==> src/rtl/arp_reply_tx.sv <==
// ARP reply transmitter: latches a reply request, acknowledges it, and serialises a
// zero-padded Ethernet ARP reply frame onto an 8-bit AXI-stream.
//   state | meaning
//   IDLE  | waiting for arp_reply_in
//   SEND  | streaming frame bytes 0..FRAME_LEN-1
//   GAP   | enforced idle cycles after tlast
module arp_reply_tx #(
    parameter int FRAME_LEN  = 60,
    parameter int GAP_CYCLES = 12
) (
    input  logic        clk,
    input  logic        reset,
    input  logic [47:0] local_mac_addr,
    input  logic [31:0] local_ip_addr,
    input  logic        arp_reply_in,
    input  logic [47:0] remote_mac_addr_in,
    input  logic [31:0] remote_ip_addr_in,
    output logic        arp_reply_ack_out,
    output logic        reply_ready_out,
    output logic [7:0]  axis_tdata_out,
    output logic        axis_tvalid_out,
    output logic        axis_tlast_out,
    input  logic        axis_tready_in,
    output logic [15:0] frames_sent_out
);

    typedef enum logic [1:0] {IDLE, SEND, GAP} state_t;

    localparam logic [6:0] LAST_IDX = 7'(FRAME_LEN - 1);
    localparam logic [7:0] GAP_LOAD = 8'(GAP_CYCLES);

    state_t      state;
    logic [6:0]  cnt;
    logic [7:0]  gap_cnt;
    logic [15:0] frame_count;
    logic        ack;
    logic        tvalid;
    logic [47:0] lat_rmac;
    logic [31:0] lat_rip;
    logic [47:0] lat_lmac;
    logic [31:0] lat_lip;
    logic [41:0][7:0] hdr;
    logic [7:0]  byte_val;

    always_ff @(posedge clk or posedge reset) begin
        if (reset) begin
            state       <= IDLE;
            cnt         <= 7'd0;
            gap_cnt     <= 8'd0;
            frame_count <= 16'd0;
            ack         <= 1'b0;
            tvalid      <= 1'b0;
            lat_rmac    <= 48'd0;
            lat_rip     <= 32'd0;
            lat_lmac    <= 48'd0;
            lat_lip     <= 32'd0;
        end else begin
            ack <= 1'b0;
            case (state)
                IDLE: begin
                    if (arp_reply_in) begin
                        lat_rmac <= remote_mac_addr_in;
                        lat_rip  <= remote_ip_addr_in;
                        lat_lmac <= local_mac_addr;
                        lat_lip  <= local_ip_addr;
                        cnt      <= 7'd0;
                        ack      <= 1'b1;
                        tvalid   <= 1'b1;
                        state    <= SEND;
                    end
                end
                SEND: begin
                    if (axis_tready_in) begin
                        if (cnt == LAST_IDX) begin
                            tvalid      <= 1'b0;
                            cnt         <= 7'd0;
                            frame_count <= frame_count + 16'd1;
                            if (GAP_LOAD == 8'd0) begin
                                state <= IDLE;
                            end else begin
                                gap_cnt <= GAP_LOAD;
                                state   <= GAP;
                            end
                        end else begin
                            cnt <= cnt + 7'd1;
                        end
                    end
                end
                GAP: begin
                    // leaving on the last count keeps occupancy at FRAME_LEN+GAP_CYCLES+1
                    if (gap_cnt <= 8'd1) begin
                        gap_cnt <= 8'd0;
                        state   <= IDLE;
                    end else begin
                        gap_cnt <= gap_cnt - 8'd1;
                    end
                end
                default: state <= IDLE;
            endcase
        end
    end

    // element 41 is the first byte on the wire
    assign hdr = {lat_rmac, lat_lmac, 16'h0806, 16'h0001, 16'h0800, 8'h06, 8'h04,
                  16'h0002, lat_lmac, lat_lip, lat_rmac, lat_rip};

    always_comb begin
        byte_val = 8'h00;
        if (tvalid && (cnt < 7'd42)) begin
            byte_val = hdr[6'd41 - cnt[5:0]];
        end
    end

    assign arp_reply_ack_out = ack;
    assign reply_ready_out   = (state == IDLE);
    assign axis_tdata_out    = byte_val;
    assign axis_tvalid_out   = tvalid;
    assign axis_tlast_out    = tvalid && (cnt == LAST_IDX);
    assign frames_sent_out   = frame_count;

endmodule

==> config.mk <==
export PLATFORM = sky130hd
export DESIGN_NAME = arp_reply_tx
export DESIGN_NICKNAME = d
export VERILOG_FILES = /design/src/rtl/arp_reply_tx.sv
export SDC_FILE = /design/constraint.sdc
export NUM_CORES = 1
export LEC_CHECK = 0
export CORE_ASPECT_RATIO = 0.5
export CORE_UTILIZATION = 50
export CTS_CLUSTER_DIAMETER = 200
export DETAILED_ROUTE_END_ITERATION = 8
export DONT_BUFFER_PORTS = 1
export GPL_TIMING_DRIVEN = 0
export PLACE_DENSITY = 0.74
export SLEW_MARGIN = 20
export SYNTH_ARGS = -nofsm -noshare
export SYNTH_HDL_FRONTEND = slang
export SYNTH_SLANG_ARGS = --single-unit
==> constraint.sdc <==
create_clock -name clk -period 8.81 [get_ports clk]
set_input_delay 2.2025 -clock clk [delete_from_list [all_inputs] [get_ports clk]]
set_output_delay 2.2025 -clock clk [all_outputs]
set_load 0.01 [all_outputs]
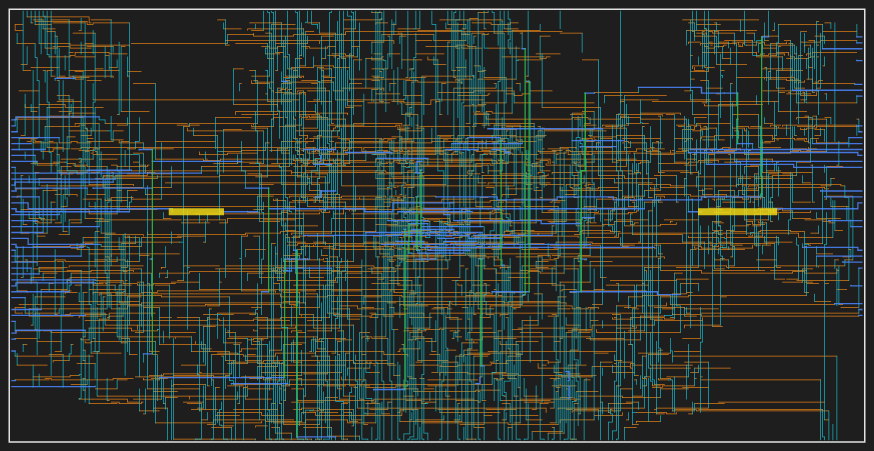
Figure 1: run 1, metal layers overlaid.
Key: metal 3 = blue [wire length 1,610 um]; metal 4 = green [wire length 468 um]; metal 5 = yellow [wire length 27.6 um]; metal 2 = cyan [wire length 11,300 um]; metal 1 = orange [wire length 10,700 um]
DR WL/cell: 24.5 um
GRT Overall Usage: 26.0%
drt total wl: 24,200 um
vias post-DR: 6,091

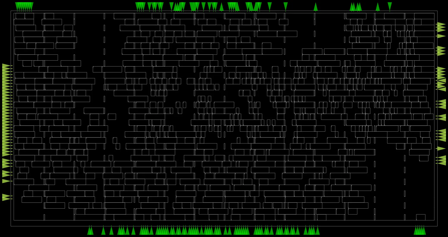
Figure 2: run 1, cell placement.
Seq/total area: 47.3%
post-layout util: 56.1%

==> out/metrics.yaml, run 1 <==
met3_usage_pct: 8.11
clock_latency_ns: 0.44
ys_sh_aoi_pct: 6.21
critical_path_class: "flip-flop to output pin"
slew_headroom_pct: 41.6
grt.busiest_layer: "met2"
p_int_mw: 1.94
leakage_nw: 4.31
yosys-top-cells-count: "dfrtp_1 (195), mux2_2 (161), nand2_1 (50), o21ai_0 (36), mux4_2 (31)"
core-area_mm2: 0.0184
ys_cells: 714
cts_hold_buf: 0
fin_setup_tns_ns: 0
use_met2_pct: 40.6
power.switching_mw: 1.18
layout_top_cell: "dfrtp_1"
buffers: 45
cts_tree: "yes"
core_util_floorplan_pct: 51.2
placement.cell_area_mm2: 0.00974
outcome: "finished clean"
critPathBufInv: 7
grt_pass1_vias: 6319
logic_gates: 466
synth-edff-count: 0
post_cts_resized: 0
ys_types: 53
r2r_start: "state[1]"
seqPwrFrac_pct: 38.1
mux_area_share_pct: 29.0
n_antenna_cell: 2
clk_pin_slew_ns: 0.07
area_dominant_class: "flip-flops and latches"
viasPerCell: 6.16
layout.nonclk_buf_share_pct: 2.28
cts_sinks: 195
tightest_slew_ns: 0.876
wl_met3_um: 1610
reg2reg_to: "lat_lmac[10]"
cp.depth: 13
crit_chain: "buf_2 -> buf_4 -> buf_4 -> inv_1 -> clkbuf_1 -> ha_1 -> xnor2_1 -> clkbuf_1 -> buf_2 -> nand2_1 -> o21ai_0 -> o21ai_0 -> o2bb2ai_1"
hold_violations: 0
synth_top_cell_by_area: "dfrtp_1"
taps: 240
port_buffers: 0
drc: 0
rsz0062_at_grt: "false"
synth.net_count: 885
p_comb_share_pct: 37.8
synthCells: 714
vdd.ir_drop.worst_v: 0.000191
synthTopLogicFamily: "multiplexers"
top_cell_area_share_pct: 51.9
timing.hold.ws_ns: 0.505
power_mw: 3.12
drt.antenna.violating_nets: 0
cp.arrival_ns: 4.48
yosysMostFrequentCell: "dfrtp_1"
r2r_cells: 6
die_h_um: 99
htree_levels: 4
row_count: 35
slowest_delay_ns: 0.49
drive_above_1_share_pct: 34.8
placed_cells: 955
fin_ws_ns: 2.13
nFillCells: 1512
min_path_type: "flip-flop to flip-flop"
p_comb_mw: 1.18
floorplan.io_pins: 192
whs_endpoint: "lat_lip[11]"
grt_max_degree: 107
dp_hpwl_um: 17900
setup_viol: 0
path_max_fanout: 11
place_ws_ns: 2.73
pg_seq_mw: 1.19
synth.avg_cell_area_um2: 13.2
ys_ff: 195
ys_area_mm2: 0.00941
fin_crit_sh_pct: 75.8
cts-root-buf: "clkbuf_16"
slew_viol_final: 0
clk-power_mw: 0.753
worstSetupStartpoint: "cnt[1]"
stdcell_count: 989
crit_path_end_kind: "output pin"
fmax_mhz: 150
swShare_pct: 37.9
syn-cell-area_mm2: 0.00941
wl_met2_um: 11300
grt.met1_usage_pct: 35.0
worstHoldStart: "lat_lip[11]"
flops: 195
grt_overflow: 0
crit_path_end: "axis_tdata_out[6]"
simple_gate_area_share_pct: 7.18
critical-path-top-delay-family: "buffers and inverters"
place_congestion: 0.942
required_ns: 6.61
seqCellArea_mm2: 0.00488
numCtsBuffers: 17
maxCapViolations: 0
comb_area_share_pct: 41.6
drt-pass1-iter-count: 7
area_leaders: "dfrtp_1 (52%), mux2_2 (19%), mux4_2 (7.4%)"
power_frac_clock_pct: 24.1
die_w_um: 196
ys_async_sr_fraction_pct: 100
grt_antenna_before_repair: 4
tool_warnings: 32
clkbuf_count: 19
most-common-layout-cells: "dfrtp_1 (195), mux2_2 (161), nand2_1 (50), o21ai_0 (36), mux4_2 (31)"
top_regs: "lat_lmac (48), lat_rmac (48)"
finClkSkew_ns: 0.00895
reg2reg_slack_ns: 6.04
postSynthSeqShare_pct: 51.9
comb_area_mm2: 0.00429
inverters_excl_clock: 9
min_path_cells: 1
ys_warn_count: 0
nNetsFinal: 905
fin_crit_ns: 6.68
startpoint_type: "flip-flop"
ys_sh_xor_pct: 2.22
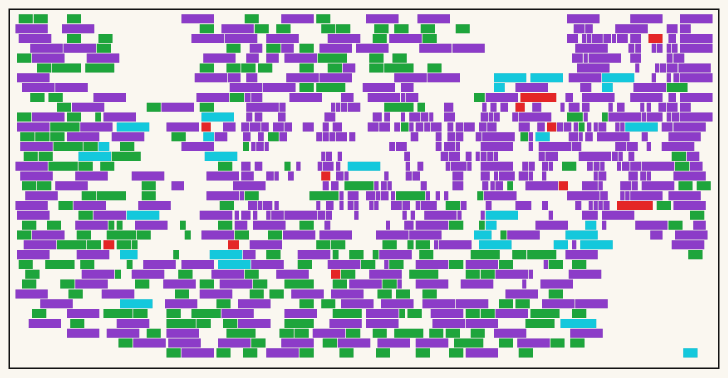
Figure 3: run 1, sizing map.
Key: _6 and larger = cyan [cells 29, share 3.9%]; _3 and _4 cells = red [cells 11, share 1.5%]; _0 and _1 cells = purple [cells 487, share 65%]; _2 cells = green [cells 220, share 29%]
area grow syn2layout: 9.60%
Final Cell Area: 0.0103 mm2

==> run 2, diff against run 1 <==
--- a/config.mk
+++ b/config.mk
@@ -11,7 +11,7 @@
 export DETAILED_ROUTE_END_ITERATION = 8
 export DONT_BUFFER_PORTS = 1
 export GPL_TIMING_DRIVEN = 0
-export PLACE_DENSITY = 0.74
+export PLACE_DENSITY = 0.77
 export SLEW_MARGIN = 20
 export SYNTH_ARGS = -nofsm -noshare
 export SYNTH_HDL_FRONTEND = slang
==> constraint.sdc (replaced) <==
create_clock -name clk -period 5.59 [get_ports clk]
set_input_delay 1.3975 -clock clk [delete_from_list [all_inputs] [get_ports clk]]
set_output_delay 1.3975 -clock clk [all_outputs]
set_load 0.01 [all_outputs]
==> out/metrics.yaml, run 2 <==
grt.total_usage_pct: 26.1
slowest_delay_ns: 0.38
dp_hpwl_um: 18300
area_dominant_class: "flip-flops and latches"
hold_violations: 0
worstSetupStartpoint: "cnt[1]"
whs_endpoint: "lat_lmac[36]"
r2r_start: "state[1]"
outcome: "finished clean"
seqPwrFrac_pct: 37.4
clk_pin_slew_ns: 0.07
yosysMostFrequentCell: "dfrtp_1"
p_comb_share_pct: 39.0
fmax_mhz: 185
comb_area_share_pct: 41.6
placement.cell_area_mm2: 0.00983
area_leaders: "dfrtp_1 (52%), mux2_2 (19%), mux4_2 (7.4%)"
synthCells: 714
fin_crit_sh_pct: 96.9
grt_pass1_vias: 6430
area_growth_pct: 11.1
timing.hold.ws_ns: 0.505
post_cts_resized: 4
floorplan.io_pins: 192
reg2reg_to: "lat_rip[1]"
wl_met2_um: 11700
clock_latency_ns: 0.44
grt.met1_usage_pct: 34.3
grt.busiest_layer: "met2"
finClkSkew_ns: 0.00967
min_path_type: "flip-flop to flip-flop"
ys_cells: 714
synthTopLogicFamily: "multiplexers"
ys_ff: 195
power.switching_mw: 1.90
grt_overflow: 0
pg_seq_mw: 1.87
path_max_fanout: 11
required_ns: 4.19
synth.avg_cell_area_um2: 13.2
cp.arrival_ns: 4.02
drt-pass1-iter-count: 5
ys_sh_aoi_pct: 6.21
cts_tree: "yes"
syn-cell-area_mm2: 0.00941
ys_warn_count: 0
vdd.ir_drop.worst_v: 0.000373
wl_met3_um: 1860
most-common-layout-cells: "dfrtp_1 (195), mux2_2 (161), nand2_1 (50), o21ai_0 (36), mux4_2 (31)"
wl_um: 24400
startpoint_type: "flip-flop"
clk-power_mw: 1.18
top_cell_area_share_pct: 51.9
htree_levels: 4
cp.depth: 13
placed_cells: 960
synth-edff-count: 0
grt_max_degree: 35
drc: 0
ys_async_sr_fraction_pct: 100
critical-path-top-delay-family: "buffers and inverters"
slew_headroom_pct: 45.0
drive_above_1_share_pct: 36.5
place_ws_ns: 0.323
tightest_slew_ns: 0.825
yosys-top-cells-count: "dfrtp_1 (195), mux2_2 (161), nand2_1 (50), o21ai_0 (36), mux4_2 (31)"
tool_warnings: 29
critical_path_class: "flip-flop to output pin"
p_comb_mw: 1.95
leakage_nw: 4.37
synth.net_count: 885
min_path_cells: 1
die_w_um: 196
layout.nonclk_buf_share_pct: 3.17
drt.antenna.violating_nets: 0
reg2reg_slack_ns: 2.83
fin_crit_ns: 5.42
layout_top_cell: "dfrtp_1"
ys_area_mm2: 0.00941
slew_viol_final: 0
maxCapViolations: 0
met3_usage_pct: 8.59
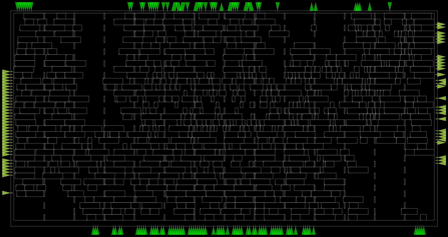
Figure 4: run 2, cell placement.
flop count: 195
Seq/total area: 46.7%
Layout fillers: 1,494
Cell Rows: 35
Final Instance Count excl. Fillers: 995

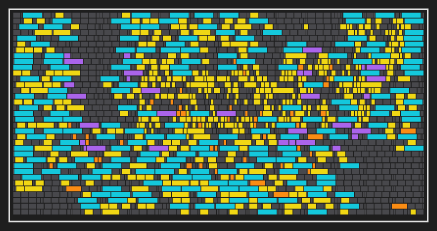
Figure 5: run 2, cell classes on the final placement.
Fill, decap, tap and diode cells in grey.
Key: other buffers and delay cells = orange [cells 50, share of their area 3.3%]; clock drivers and dummy loads = purple [cells 31, share of their area 5.4%]; flops = cyan [cells 195, share of their area 48%]; combinational and other logic = yellow [cells 475, share of their area 43%]
post-layout util: 56.9%
Final Cell Area: 0.0105 mm2
Core Box Area: 0.0184 mm2

